[config.mk]
export PLATFORM = sky130hd
export DESIGN_NAME = des_round_ctrl
export DESIGN_NICKNAME = d
export VERILOG_FILES = /design/src/rtl/des_round_ctrl.sv
export SDC_FILE = /design/constraint.sdc
export NUM_CORES = 1
export LEC_CHECK = 0
export CAP_MARGIN = 20
export CORE_UTILIZATION = 41
export DETAILED_ROUTE_END_ITERATION = 7
export PLACE_DENSITY = 0.71
export SYNTH_ARGS = -nofsm -noshare
export SYNTH_HDL_FRONTEND = slang
export SYNTH_SLANG_ARGS = --single-unit
[constraint.sdc]
create_clock -name clk -period 2.33 [get_ports clk]
set_input_delay 0.466 -clock clk [delete_from_list [all_inputs] [get_ports clk]]
set_output_delay 0.466 -clock clk [all_outputs]
set_load 0.02 [all_outputs]
[src/rtl/des_round_ctrl.sv]
// des_round_ctrl
// Sequencing controller for the iterative DES round datapath: accepts a start
// request, loads the block and key, steps NUM_ROUNDS rounds supplying the round
// number and key-schedule rotate control, loads the output register and pulses
// done.
// Optional feature macro: DES_ROUND_STALL_EN adds the stall input, which
// freezes round progress while asserted in the ROUND state.
module des_round_ctrl #(
    parameter int NUM_ROUNDS = 16
) (
    input  logic       clk,
    input  logic       n_rst,
    input  logic       start,
    input  logic       decrypt,
`ifdef DES_ROUND_STALL_EN
    input  logic       stall,
`endif
    output logic       busy,
    output logic       load_data,
    output logic       load_key,
    output logic       round_en,
    output logic [3:0] round_num,
    output logic [1:0] shift_amt,
    output logic       shift_left,
    output logic       out_load,
    output logic       done
);

    typedef enum logic [2:0] {
        IDLE  = 3'd0,
        LOAD  = 3'd1,
        ROUND = 3'd2,
        FINAL = 3'd3,
        DONE  = 3'd4
    } state_t;

    localparam logic [3:0] LAST_ROUND = 4'(NUM_ROUNDS - 1);

    state_t     state;
    state_t     nxt_state;
    logic [3:0] cnt;
    logic [3:0] nxt_cnt;
    logic       mode;
    logic       nxt_mode;
    logic       nxt_active;
    logic       frozen;

    // A ROUND cycle without round_en is a stalled cycle: the round it shows
    // has not executed yet, so the counter must not advance past it.
    assign frozen = (state == ROUND) && !round_en;

    // Key-schedule rotate amount per round; decrypt skips the round-0 rotate
    // because it walks the schedule backwards from the final C/D value.
    function automatic logic [1:0] shift_for(input logic [3:0] rnd, input logic dec);
        logic [1:0] amt;
        case (rnd)
            4'd0:              amt = dec ? 2'd0 : 2'd1;
            4'd1, 4'd8, 4'd15: amt = 2'd1;
            default:           amt = 2'd2;
        endcase
        return amt;
    endfunction

    // Next state, counter, captured mode and whether the next cycle executes a round.
    // A start seen in the DONE cycle is accepted directly so a held start
    // yields back-to-back blocks every NUM_ROUNDS+3 cycles.
    always_comb begin
        nxt_state  = state;
        nxt_cnt    = cnt;
        nxt_mode   = mode;
        nxt_active = 1'b0;
        case (state)
            IDLE: begin
                if (start) begin
                    nxt_state = LOAD;
                    nxt_mode  = decrypt;
                end
            end
            LOAD: begin
                nxt_state = ROUND;
                nxt_cnt   = 4'd0;
            end
            ROUND: begin
                if (!frozen) begin
                    if (cnt == LAST_ROUND) begin
                        nxt_state = FINAL;
                    end else begin
                        nxt_cnt = cnt + 4'd1;
                    end
                end
            end
            FINAL: begin
                nxt_state = DONE;
            end
            DONE: begin
                if (start) begin
                    nxt_state = LOAD;
                    nxt_mode  = decrypt;
                end else begin
                    nxt_state = IDLE;
                end
            end
            default: begin
                nxt_state = IDLE;
            end
        endcase
        nxt_active = (nxt_state == ROUND);
`ifdef DES_ROUND_STALL_EN
        if (stall && (state == ROUND) && (nxt_state == ROUND)) begin
            nxt_active = 1'b0;
        end
`endif
    end

    // State, counter, mode and registered Moore outputs decoded from the next state.
    always_ff @(posedge clk or negedge n_rst) begin
        if (!n_rst) begin
            state      <= IDLE;
            cnt        <= 4'd0;
            mode       <= 1'b0;
            busy       <= 1'b0;
            load_data  <= 1'b0;
            load_key   <= 1'b0;
            round_en   <= 1'b0;
            round_num  <= 4'd0;
            shift_amt  <= 2'd0;
            shift_left <= 1'b0;
            out_load   <= 1'b0;
            done       <= 1'b0;
        end else begin
            state      <= nxt_state;
            cnt        <= nxt_cnt;
            mode       <= nxt_mode;
            busy       <= (nxt_state != IDLE);
            load_data  <= (nxt_state == LOAD);
            load_key   <= (nxt_state == LOAD);
            round_en   <= nxt_active;
            round_num  <= (nxt_state == ROUND) ? nxt_cnt : 4'd0;
            shift_amt  <= nxt_active ? shift_for(nxt_cnt, nxt_mode) : 2'd0;
            shift_left <= (nxt_state == ROUND) && !nxt_mode;
            out_load   <= (nxt_state == FINAL);
            done       <= (nxt_state == DONE);
        end
    end

endmodule
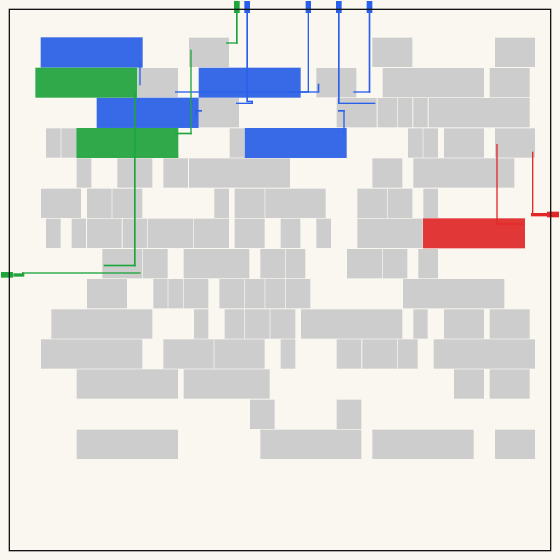
**Above:** I/O nets highlighted.
| color | port | bits | direction | edge | end cells | wire |
|---|---|---|---|---|---|---|
| red | out_load | 1 | output | east | 1 | 16.2 um |
| green | shift_amt | 2 | output | 1 north, 1 west | 2 | 42.4 um |
| blue | round_num | 4 | output | north | 4 | 56.9 um |
Port Buffers: 16
io pins: 17

==> results.sh <==
# physical design summary
export IMPL_power_density_nw_per_um2=1200
export IMPL_dp_cells=120
export IMPL_syn_nets=83
export IMPL_synth_flops=20
export IMPL_maxSlewHeadroom_pct=70.1
export IMPL_grt_pass1_wl_um=2760
export IMPL_peakVddDrop_mv=0.584
export IMPL_synthFlopType="dfrtp_1"
export IMPL_tritoncts="yes"
export IMPL_max_cap_violations=0
export IMPL_worstPathRequired_ns=2.55
export IMPL_ys_cells=78
export IMPL_clock_fmax_ghz=0.517
export IMPL_status="complete, no violations"
export IMPL_hpwlAfterDp_um=1210
export IMPL_ys_seq_share_pct=55.9
export IMPL_post_cts_buffers=0
export IMPL_syn_to_final_growth_pct=22.9
export IMPL_setup_ws_ns=0.396
export IMPL_r2r_start="cnt[0]$_DFF_PN0_"
export IMPL_r2r_slack_ns=0.40
export IMPL_wl_um=1600
export IMPL_viasPerCell=5.25
export IMPL_numCtsBuffers=3
export IMPL_hold_buffers=0
export IMPL_ys_types=30
export IMPL_worstSkewPairLatency_ns=0.29
export IMPL_critPathLaunch="cnt[0]$_DFF_PN0_"
export IMPL_slew_viol_final=0
export IMPL_die_x_um=48.7
export IMPL_drt_iter0_markers=17
export IMPL_via_count=646
export IMPL_synthCells=78
export IMPL_arrival_ns=2.15
export IMPL_path_max_fanout=6
export IMPL_firstDrtPassIters=4
export IMPL_grt_antenna_before_repair=0
export IMPL_cts_sinks=20
export IMPL_wl_per_cell_um=13.0
export IMPL_die_size_y_um=48.7
export IMPL_min_path_type="reg -> reg"
export IMPL_nets=103
export IMPL_cts_buffer_depth=2
export IMPL_slowest_stage="dfrtp_1"
export IMPL_edf_count=0
export IMPL_n_antenna_cell=0
export IMPL_crit_end="shift_amt[0]$_DFF_PN0_"
export IMPL_tool_warnings=26
export IMPL_crit_type="reg -> reg"
export IMPL_min_period_ns=1.93
export IMPL_hp_start="mode$_DFF_PN0_"
export IMPL_power_mw=1.32
export IMPL_timing_rr_end="shift_amt[0]$_DFF_PN0_"
export IMPL_die_area_um2=2370
export IMPL_ys_warnings_count=0
export IMPL_cellLeakagePower_nw=0.495
export IMPL_post_route_drc_count=0
export IMPL_syn_avg_cell_area_um2=11.5
export IMPL_finalSetupViolCount=0
export IMPL_layout_cells_most_common="dfrtp_1"
export IMPL_fin_tns_setup_ns=0
export IMPL_first_global_vias=621
export IMPL_cpPeakStageDelay_ns=0.46
export IMPL_finalClockSkew_ns=0.00143
export IMPL_grt_max_degree=21
export IMPL_mostFrequentLayoutCells="dfrtp_1 (20), clkdlybuf4s50_1 (16), inv_1 (7), nor2_1 (7)"
export IMPL_final_cells=123
export IMPL_end_kind="flip-flop"
export IMPL_globalRouteTotalUtil_pct=15.2
export IMPL_r2r_cells=6
export IMPL_cp_cell_sequence="ha_1, nand3_1, and2_1, o311ai_2, nand4b_1, a31oi_1"
export IMPL_hold_viol=0
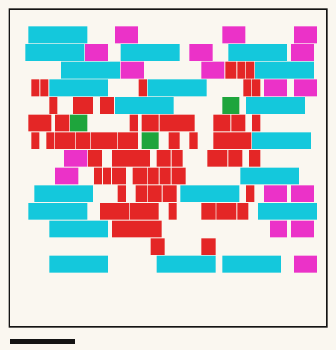
**Above:** cells colored by class.
Scale bar: 10 um.
| color | class | cells |
|---|---|---|
| green | clock-net drivers | 3 |
| magenta | remaining buffers and delay cells | 17 |
| cyan | registers | 20 |
| red | remaining logic cells | 56 |
Finished Cell Area: 1100 um^2
Site Rows: 16
Seq/total area: 45.5%
area of the core: 2000 um^2

## cell usage after synthesis, types with 3 or more instances
library cell / number / share of area [%]
nand2b_1: 3 / 2.1
nand4_1: 4 / 2.8
inv_1: 7 / 2.9
nor2b_1: 3 / 2.1
nor2_1: 7 / 2.9
o21ai_0: 4 / 2.2
nand2_1: 3 / 1.3
dfrtp_1: 20 / 56
## cell families after synthesis
family | synth area share (%)
AND/OR/NAND/NOR | 20.3
flip-flops | 55.9
AND-OR/OR-AND | 16.9
buffers and inverters | 5.45
adder cells (fa/ha/maj) | 1.40
## layout make-up
class	count	area, um^2
multi-input cells	48	345
fillers	182	902
inverters	8	30.0
clock buffers	3	22.5
well taps	27	33.8
flip-flops and latches	20	500
repair buffers	17	168
## worst min-delay path by stage
stage | endpoint | slack, ns | cells past startpoint
finish | shift_left$_DFF_PN0_ | 0.44 | 1
global route | shift_left$_DFF_PN0_ | 0.46 | 1
CTS | shift_left$_DFF_PN0_ | 0.44 | 1
detailed placement | shift_left$_DFF_PN0_ | 0.42 | 1
global placement | shift_left$_DFF_PN0_ | 0.41 | 1
floorplan | busy$_DFF_PN0_ | 0.17 | 0
## power by group
group	switching, mW	leakage (nW)	internal, mW	total, mW
logic	0.334	0.219	0.280	0.614
registers	0.101	0.263	0.452	0.553
clock network	0.0968	0.0138	0.0602	0.157
## per-layer routing
layer  vias up  global-route usage, %  share of wire (%)
li1        310                      -                  -
met5         -                      0                  0
met3         0                   5.97                5.4
met4         0                   1.47                  0
met2        21                   25.0                 49
met1       315                   19.6                 46
## registers in the layout, indices dropped and copies added (netlist names)
name,cells
cnt,4
round_num,4
state,3
shift_amt,2
busy,1
done,1
load_key,1
mode,1
out_load,1
round_en,1
shift_left,1
## per-stage QoR
step	instance area [um^2]	hold WS, ns	utilization, %
global placement	1080	0.414	53.8
finish	1100	0.436	54.9
CTS	1100	0.440	54.9
global route	1100	0.460	54.9
floorplan	895	0.170	-
detailed placement	1080	0.425	53.8
## critical path, delay by kind of cell, from the launching register on
kind                     cells  cell delay, ns
flip-flops                   1            0.46
AND/OR/NAND/NOR              3            0.52
adder cells (fa/ha/maj)      1            0.26
AND-OR/OR-AND                2            0.61
Power is estimated from default activity; no workload was simulated.
